<file path="src/rtl/ones_comp_fold.sv">
// Two-stage end-around-carry fold of a 21-bit ones-complement sum to 16 bits.
// Latency 2 cycles, free-running, no backpressure.
module ones_comp_fold (
  input  logic        clk,
  input  logic        reset,
  input  logic [20:0] din,
  output logic [15:0] dout
);

  logic [16:0] s1;

  // Stage 1 can carry out at most once, so stage 2 never carries again.
  always_ff @(posedge clk) begin
    if (reset) begin
      s1   <= '0;
      dout <= '0;
    end else begin
      s1   <= {1'b0, din[15:0]} + {12'b0, din[20:16]};
      dout <= s1[15:0] + {15'b0, s1[16]};
    end
  end

endmodule

</file>
<file path="config.mk">
export PLATFORM = sky130hd
export DESIGN_NAME = ones_comp_fold
export DESIGN_NICKNAME = d
export VERILOG_FILES = /design/src/rtl/ones_comp_fold.sv
export SDC_FILE = /design/constraint.sdc
export NUM_CORES = 1
export LEC_CHECK = 0
export ABC_AREA = 0
export CORE_MARGIN = 10
export CORE_UTILIZATION = 25
export DETAILED_ROUTE_END_ITERATION = 16
export PLACE_DENSITY = 0.49
export SLEW_MARGIN = 20
export SYNTH_ARGS = -nofsm -noshare
export SYNTH_HDL_FRONTEND = slang
export SYNTH_SLANG_ARGS = --single-unit
</file>
<file path="constraint.sdc">
create_clock -name clk -period 4.6 [get_ports clk]
set_input_delay 1.15 -clock clk [delete_from_list [all_inputs] [get_ports clk]]
set_output_delay 1.15 -clock clk [all_outputs]
set_load 0.01 [all_outputs]
</file>
==> results.json, run 1 <==
{
  "die_x_um": 98.7,
  "postCtsResizedCells": 0,
  "finalClockSkew_ns": 0.00131,
  "power_leakage_uw": 0.000758,
  "busiest_layer": "met2",
  "required_ns": 4.76,
  "async_reset_ff_frac": 0,
  "endpoint_kind": "flop",
  "setup_tns_ns": 0,
  "io_pins": 39,
  "ys_cells": 170,
  "antenna_found_initial": 0,
  "wl_per_cell_um": 11.5,
  "ys_ff": 33,
  "drt_wl_total_um": 3220,
  "dpl_cell_area_sq_um": 1970,
  "syn_nets": 201,
  "use_met3": 0.0356,
  "syn_to_final_growth_pct": 33.0,
  "status": "completed",
  "cts_root_buf": "clkbuf_8",
  "edf_count": 0,
  "cts_sinks": 33,
  "cts_buffer_depth": 2,
  "drive_gt1_frac": 0.0485,
  "yosysChipArea_sq_um": 1550,
  "dp_hpwl_um": 2650,
  "p_per_area_nw_per_um2": 299,
  "place_ws_ns": 1.19,
  "ant_nets": 0,
  "drc": 0,
  "port_buffers": 38
}
## run 1: worst max-delay path, cell delays in order
cell and delay [ns]:
clkdlybuf4s50_1 0.40, ha_1 0.24, fa_1 0.43, a211o_1 0.33, a21oi_1 0.47, or4_1 0.20, a21oi_1 0.07
## run 1: power breakdown
group | internal (uW) | switching [uW]
clock network | 104 | 99.9
logic | 52.4 | 44.7
registers | 304 | 10.9
## run 1: cell type report
type	count	area [sq um]
Multi-Input combinational cell	124	822
Tap cell	75	93.8
Fill cell	625	3900
Sequential cell	33	661
Clock inverter	3	17.5
Inverter	2	7.51
Clock buffer	5	68.8
Timing Repair Buffer	39	388
## run 1: cells by family after synthesis
family | after synthesis | synth area share
AND/OR/NAND/NOR | 66 | 0.243
AND-OR/OR-AND | 37 | 0.143
flip-flops | 33 | 0.427
buffers and inverters | 13 | 0.0420
XOR/XNOR | 12 | 0.0679
adder cells (fa/ha/maj) | 8 | 0.0695
multiplexers | 1 | 0.00728
## run 1: placed cells by master (no fill, tap or decap), types with 6 or more instances in the layout
cell type and instances:
clkdlybuf4s50_1 38, dfxtp_1 33, nor2_1 16, a21oi_1 14, xor2_1 9, o21ai_0 8, nand4_1 7, or3_1 7
ha_1 7, nand3_1 6, nand2_1 6
## run 1: flip-flops by register name, summed over array words and instances, names as in the netlist
signal / cells
dout: 16
s1: 17
## run 1: final timing paths
kind,start,to,slack (ns),cells after the start
max,din[0],s1[14],1.48,7
min,s1[15],dout[15],0.48,2
min reg2reg,s1[15],dout[15],0.48,2
max reg2reg,s1[16],dout[15],2.96,5
## run 1: metrics by stage
step / total power [uW] / std cells / hold WS [ns]
global placement: 420 / 273 / 0.475
finish: 616 / 281 / 0.476
detailed placement: 420 / 273 / 0.468
floorplan: 374 / 170 / 0.444
global route: 651 / 281 / 0.497
CTS: 626 / 281 / 0.476
**Run 1: cell sizes after repair**

Scale: 3 px per um.
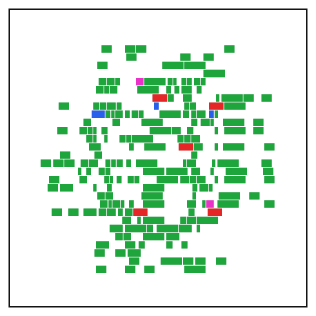
| size | color | cells | share |
|---|---|---|---|
| drive 1 or less | green | 196 | 95% |
| drive 2 | blue | 3 | 1.5% |
| drive 3 to 4 | magenta | 2 | 0.97% |
| drive 6 and up | red | 5 | 2.4% |

**Run 1: cell outlines without signal wires**

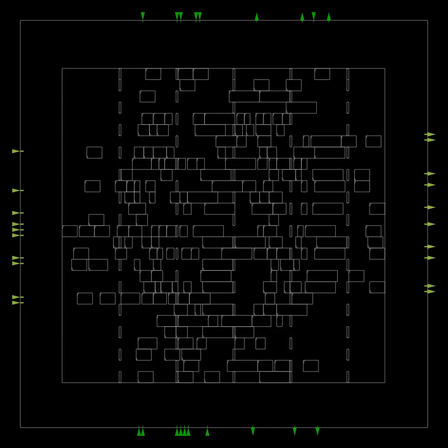
Seq cells: 33
core area: 5960 sq um
Non-Filler Instances: 281
Core Rows: 28

**Run 1: supply network**

Scale: 4 px per um. Pins as bars on the die edge.
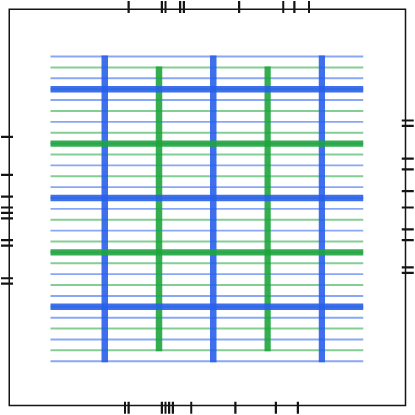
| net | color |
|---|---|
| VDD | green |
| VSS | blue |
met4 straps: 5
signal pins: 39
rows: 28

==> run 1 -> run 2 <==
PLACE_DENSITY = 0.51   (was 0.49)
clock period = 2.8 ns   (was 4.6 ns; I/O delays follow)
==> run 2 against run 1 <==
Against the previous run: worst hold slack gained 0.0030 ns; largest cell class unchanged; utilization grew 0.50 points; flip-flop count is the same; critical endpoint unchanged; sequential share of layout area shrank 0.46 points; clock skew grew 0.0021 ns.
==> results.json, run 2 <==
{
  "ys_cells": 170,
  "ys_ff": 33,
  "lay_top_count": "clkdlybuf4s50_1",
  "wl_per_cell_um": 11.9,
  "drive_gt1_frac": 0.0577,
  "seqPwrFrac": 0.487,
  "largest-register": "s1",
  "setup_tns_ns": 0,
  "syn_nets": 201,
  "flop_area_sq_um": 661,
  "largest_register_ffs": 17,
  "lay_top_cells": "38 x clkdlybuf4s50_1, 33 x dfxtp_1, 16 x nor2_1, 14 x a21oi_1, 9 x xor2_1",
  "rrSetupSlack_ns": 1.16,
  "drt_wl_total_um": 3370,
  "p_per_area_nw_per_um2": 510,
  "ant_nets": 0,
  "placementRows": 28,
  "syn_to_final_growth_pct": 34.9,
  "clockPowerShare": 0.358,
  "status": "completed",
  "p_switching_uw": 253,
  "p_int_uw": 811,
  "hold_depth": 2
}
-- run 2: stage by stage --
stage	worst slack (ns)	area, sq um	util	cells	hold WS, ns
floorplan	0.484	1550	-	170	0.444
global placement	0.0599	1990	0.334	275	0.474
detailed placement	0.0579	1990	0.334	275	0.477
CTS	0.352	2090	0.351	283	0.483
global route	0.249	2090	0.351	283	0.516
finish	0.342	2090	0.351	283	0.479
-- run 2: cell type report --
type / instances / share of cell area
multi-input cells: 124 / 0.394
clock buffers: 7 / 0.0461
inverters: 2 / 0.00359
repair buffers: 41 / 0.193
well taps: 75 / 0.0449
clock inverters: 1 / 0.00240
flip-flops and latches: 33 / 0.316
-- run 2: how the worst max path moves through the flow --
| stage | end | slack [ns] |
|---|---|---|
| after floorplan | s1[6] | 0.48 |
| after global placement | s1[14] | 0.06 |
| after detailed placement | s1[14] | 0.06 |
| after CTS | s1[14] | 0.35 |
| after global routing | s1[9] | 0.25 |
| final | s1[14] | 0.34 |
-- run 2: kinds of logic after synthesis --
logic type                 Yosys count  synth area share
adders and majority gates            8            0.0695
DFF                                 33             0.427
xor gates and xnor gates            12            0.0679
and+or+nand+nor                     66             0.243
AOI/OAI and AO/OA                   37             0.143
buffers and inverters               13            0.0420
muxes                                1           0.00728
-- run 2: routing by layer --
metal	up-vias	wire, um	GRT usage	part of all wire
met1	548	1530	0.0826	0.45
met3	5	257	0.0307	0.076
met5	-	0	0	0
li1	686	-	-	-
met2	32	1510	0.115	0.45
met4	0	72	0.0364	0.021
-- run 2: worst max-delay path, stage by stage --
cell	delay (ns)
clkdlybuf4s50_1	0.40
ha_1	0.24
fa_1	0.43
a211o_1	0.33
a21oi_1	0.14
buf_4	0.18
or4_1	0.11
a21oi_1	0.07
**Run 2: a small window of the routed layout**

Region (24, 44) to (74, 94) um. Cells in gray, sequential cells in the stronger gray; small squares are vias.
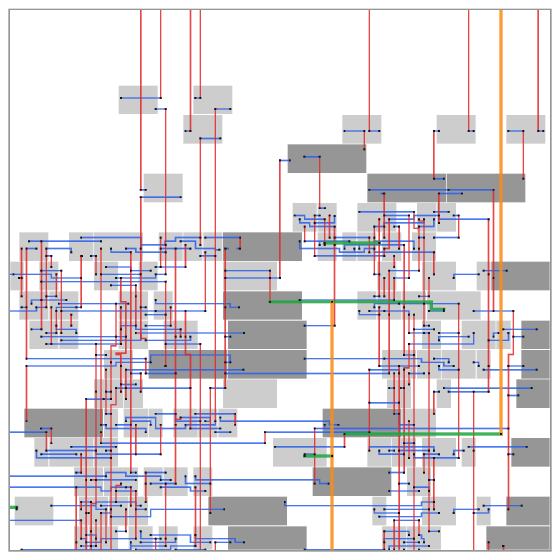
| layer | color |
|---|---|
| met2 | red |
| met1 | blue |
| met3 | green |
| met4 | orange |
cells with their middle in the window: 107
netlist names of flops here include: s1 (10), dout (6)
most frequent: dfxtp_1 (16), a21oi_1 (12), clkdlybuf4s50_1 (8)
sequential cells in the window: 16

==> run 2 -> run 3 <==
CORE_UTILIZATION = 26   (was 25)
PLACE_DENSITY = 0.52   (was 0.51)
==> run 3 against run 2 <==
Against the previous run: combinational power hardly changed; total power up 6.7%; critical path depth is the same; die size is 3.1% lower; worst hold slack better by 0.0023 ns; register-to-register slack better by 0.02 ns; setup slack improved by 0.022 ns; clock skew rose by 0.0021 ns; design area increased by 1.1%; critical endpoint is now s1[6].
==> results.json, run 3 <==
{
  "status": "completed",
  "ys_cells": 170,
  "ys_warn_count": 0,
  "largest-register": "s1",
  "drt_wl_total_um": 3340,
  "dp_cells": 276,
  "syn_avg_cell_area_sq_um": 9.10,
  "cp-endpoint": "s1[6]",
  "synth_cell_types": 34,
  "slew_viol_final": 0,
  "critPathBufInv": 2,
  "endpoint_kind": "flop",
  "ys_ff": 33,
  "hp-class": "flop to flop",
  "port_buffers": 38,
  "yosysTopAreaCellShare": 0.427,
  "clock_latency_ns": 0.28,
  "path_cells": "clkdlybuf4s50_1, ha_1, fa_1, a211o_1, a21oi_1, buf_4, o21ai_0, a21oi_1",
  "placementRows": 28,
  "hold_depth": 2,
  "path_common_cell": "a21oi_1",
  "lay_top_cells": "38 x clkdlybuf4s50_1, 33 x dfxtp_1, 16 x nor2_1, 14 x a21oi_1, 9 x xor2_1",
  "final_cells": 284,
  "ant_nets": 0,
  "drive_gt1_frac": 0.0574,
  "initial_core_util": 0.265,
  "syn_nets": 201,
  "syn_area_sq_um": 1550,
  "largest_register_ffs": 17,
  "setup_tns_ns": 0,
  "die_x_um": 97.2,
  "cpPeakStageDelay_ns": 0.43,
  "post-cts-setup-buffers": 0,
  "worstMarginPinSlew_ns": 0.594,
  "lay_top_count": "clkdlybuf4s50_1",
  "wl_per_cell_um": 11.8,
  "path_depth": 8,
  "syn_to_final_growth_pct": 36.4,
  "synth_seq_share": 0.427
}
run 3: cell count changes in the layout (fill, tap and decap cells not counted):
cell / before / now
bufinv_16: 0 / 1
clkinv_2: 1 / 0
buf_4: 3 / 4
clkbuf_8: 7 / 6
clkbuf_1: 0 / 1
run 3: cell families (layout without fill, tap and decap cells):
| group | count (synthesis) | after routing | share of synthesized area |
|---|---|---|---|
| mux | 1 | 1 | 0.00728 |
| flops | 33 | 33 | 0.427 |
| xor+xnor | 12 | 12 | 0.0679 |
| fa+ha+maj | 8 | 8 | 0.0695 |
| simple gates | 66 | 66 | 0.243 |
| buf+inv | 13 | 52 | 0.0420 |
| compound gates | 37 | 37 | 0.143 |
run 3: routing by layer:
metal	vias to the layer above	part of all wire	global-route usage
met3	5	0.071	0.0284
met1	567	0.46	0.0817
met5	-	0	0
met2	30	0.45	0.115
met4	0	0.020	0.0375
li1	688	-	-
run 3: metrics by stage:
step                      cell area (sq um)   util  total power, uW  hold slack, ns  worst slack [ns]
after floorplan                        1550      -              615           0.444             0.484
after global placement                 1990  0.341              694           0.473            0.0938
after detailed placement               1990  0.341              696           0.475            0.0612
after CTS                              2110  0.361             1150           0.486             0.356
after global routing                   2110  0.361             1200           0.507             0.171
final                                  2110  0.361             1140           0.481             0.364
run 3: cell type report:
cell class              instances  area (sq um)
clock buffers                   7          86.3
clock inverters                 1          30.0
fillers                       600          3740
inverters                       2          7.51
multi-input cells             124           822
flip-flops and latches         33           661
well taps                      75          93.8
repair buffers                 42           410
run 3: where the power goes:
| group | total (uW) | leakage [uW] | internal (uW) | switching (uW) |
|---|---|---|---|---|
| clock | 452 | 0.0000585 | 290 | 162 |
| combinational | 166 | 0.000455 | 90.7 | 75.1 |
| sequential | 518 | 0.000273 | 499 | 18.6 |
**Run 3: cell sizes after repair**

Scale: 3 px per um.
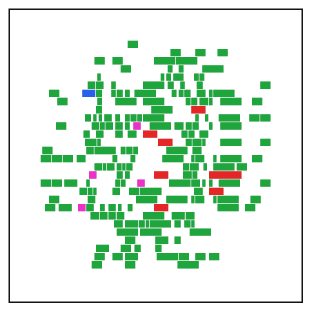
| size | color | cells | share |
|---|---|---|---|
| drive 1 or less | green | 197 | 94% |
| drive 3 to 4 | magenta | 4 | 1.9% |
| drive 6 and up | red | 7 | 3.3% |
| drive 2 | blue | 1 | 0.48% |

Power figures rest on the tool's default switching activity, not on a simulated workload.
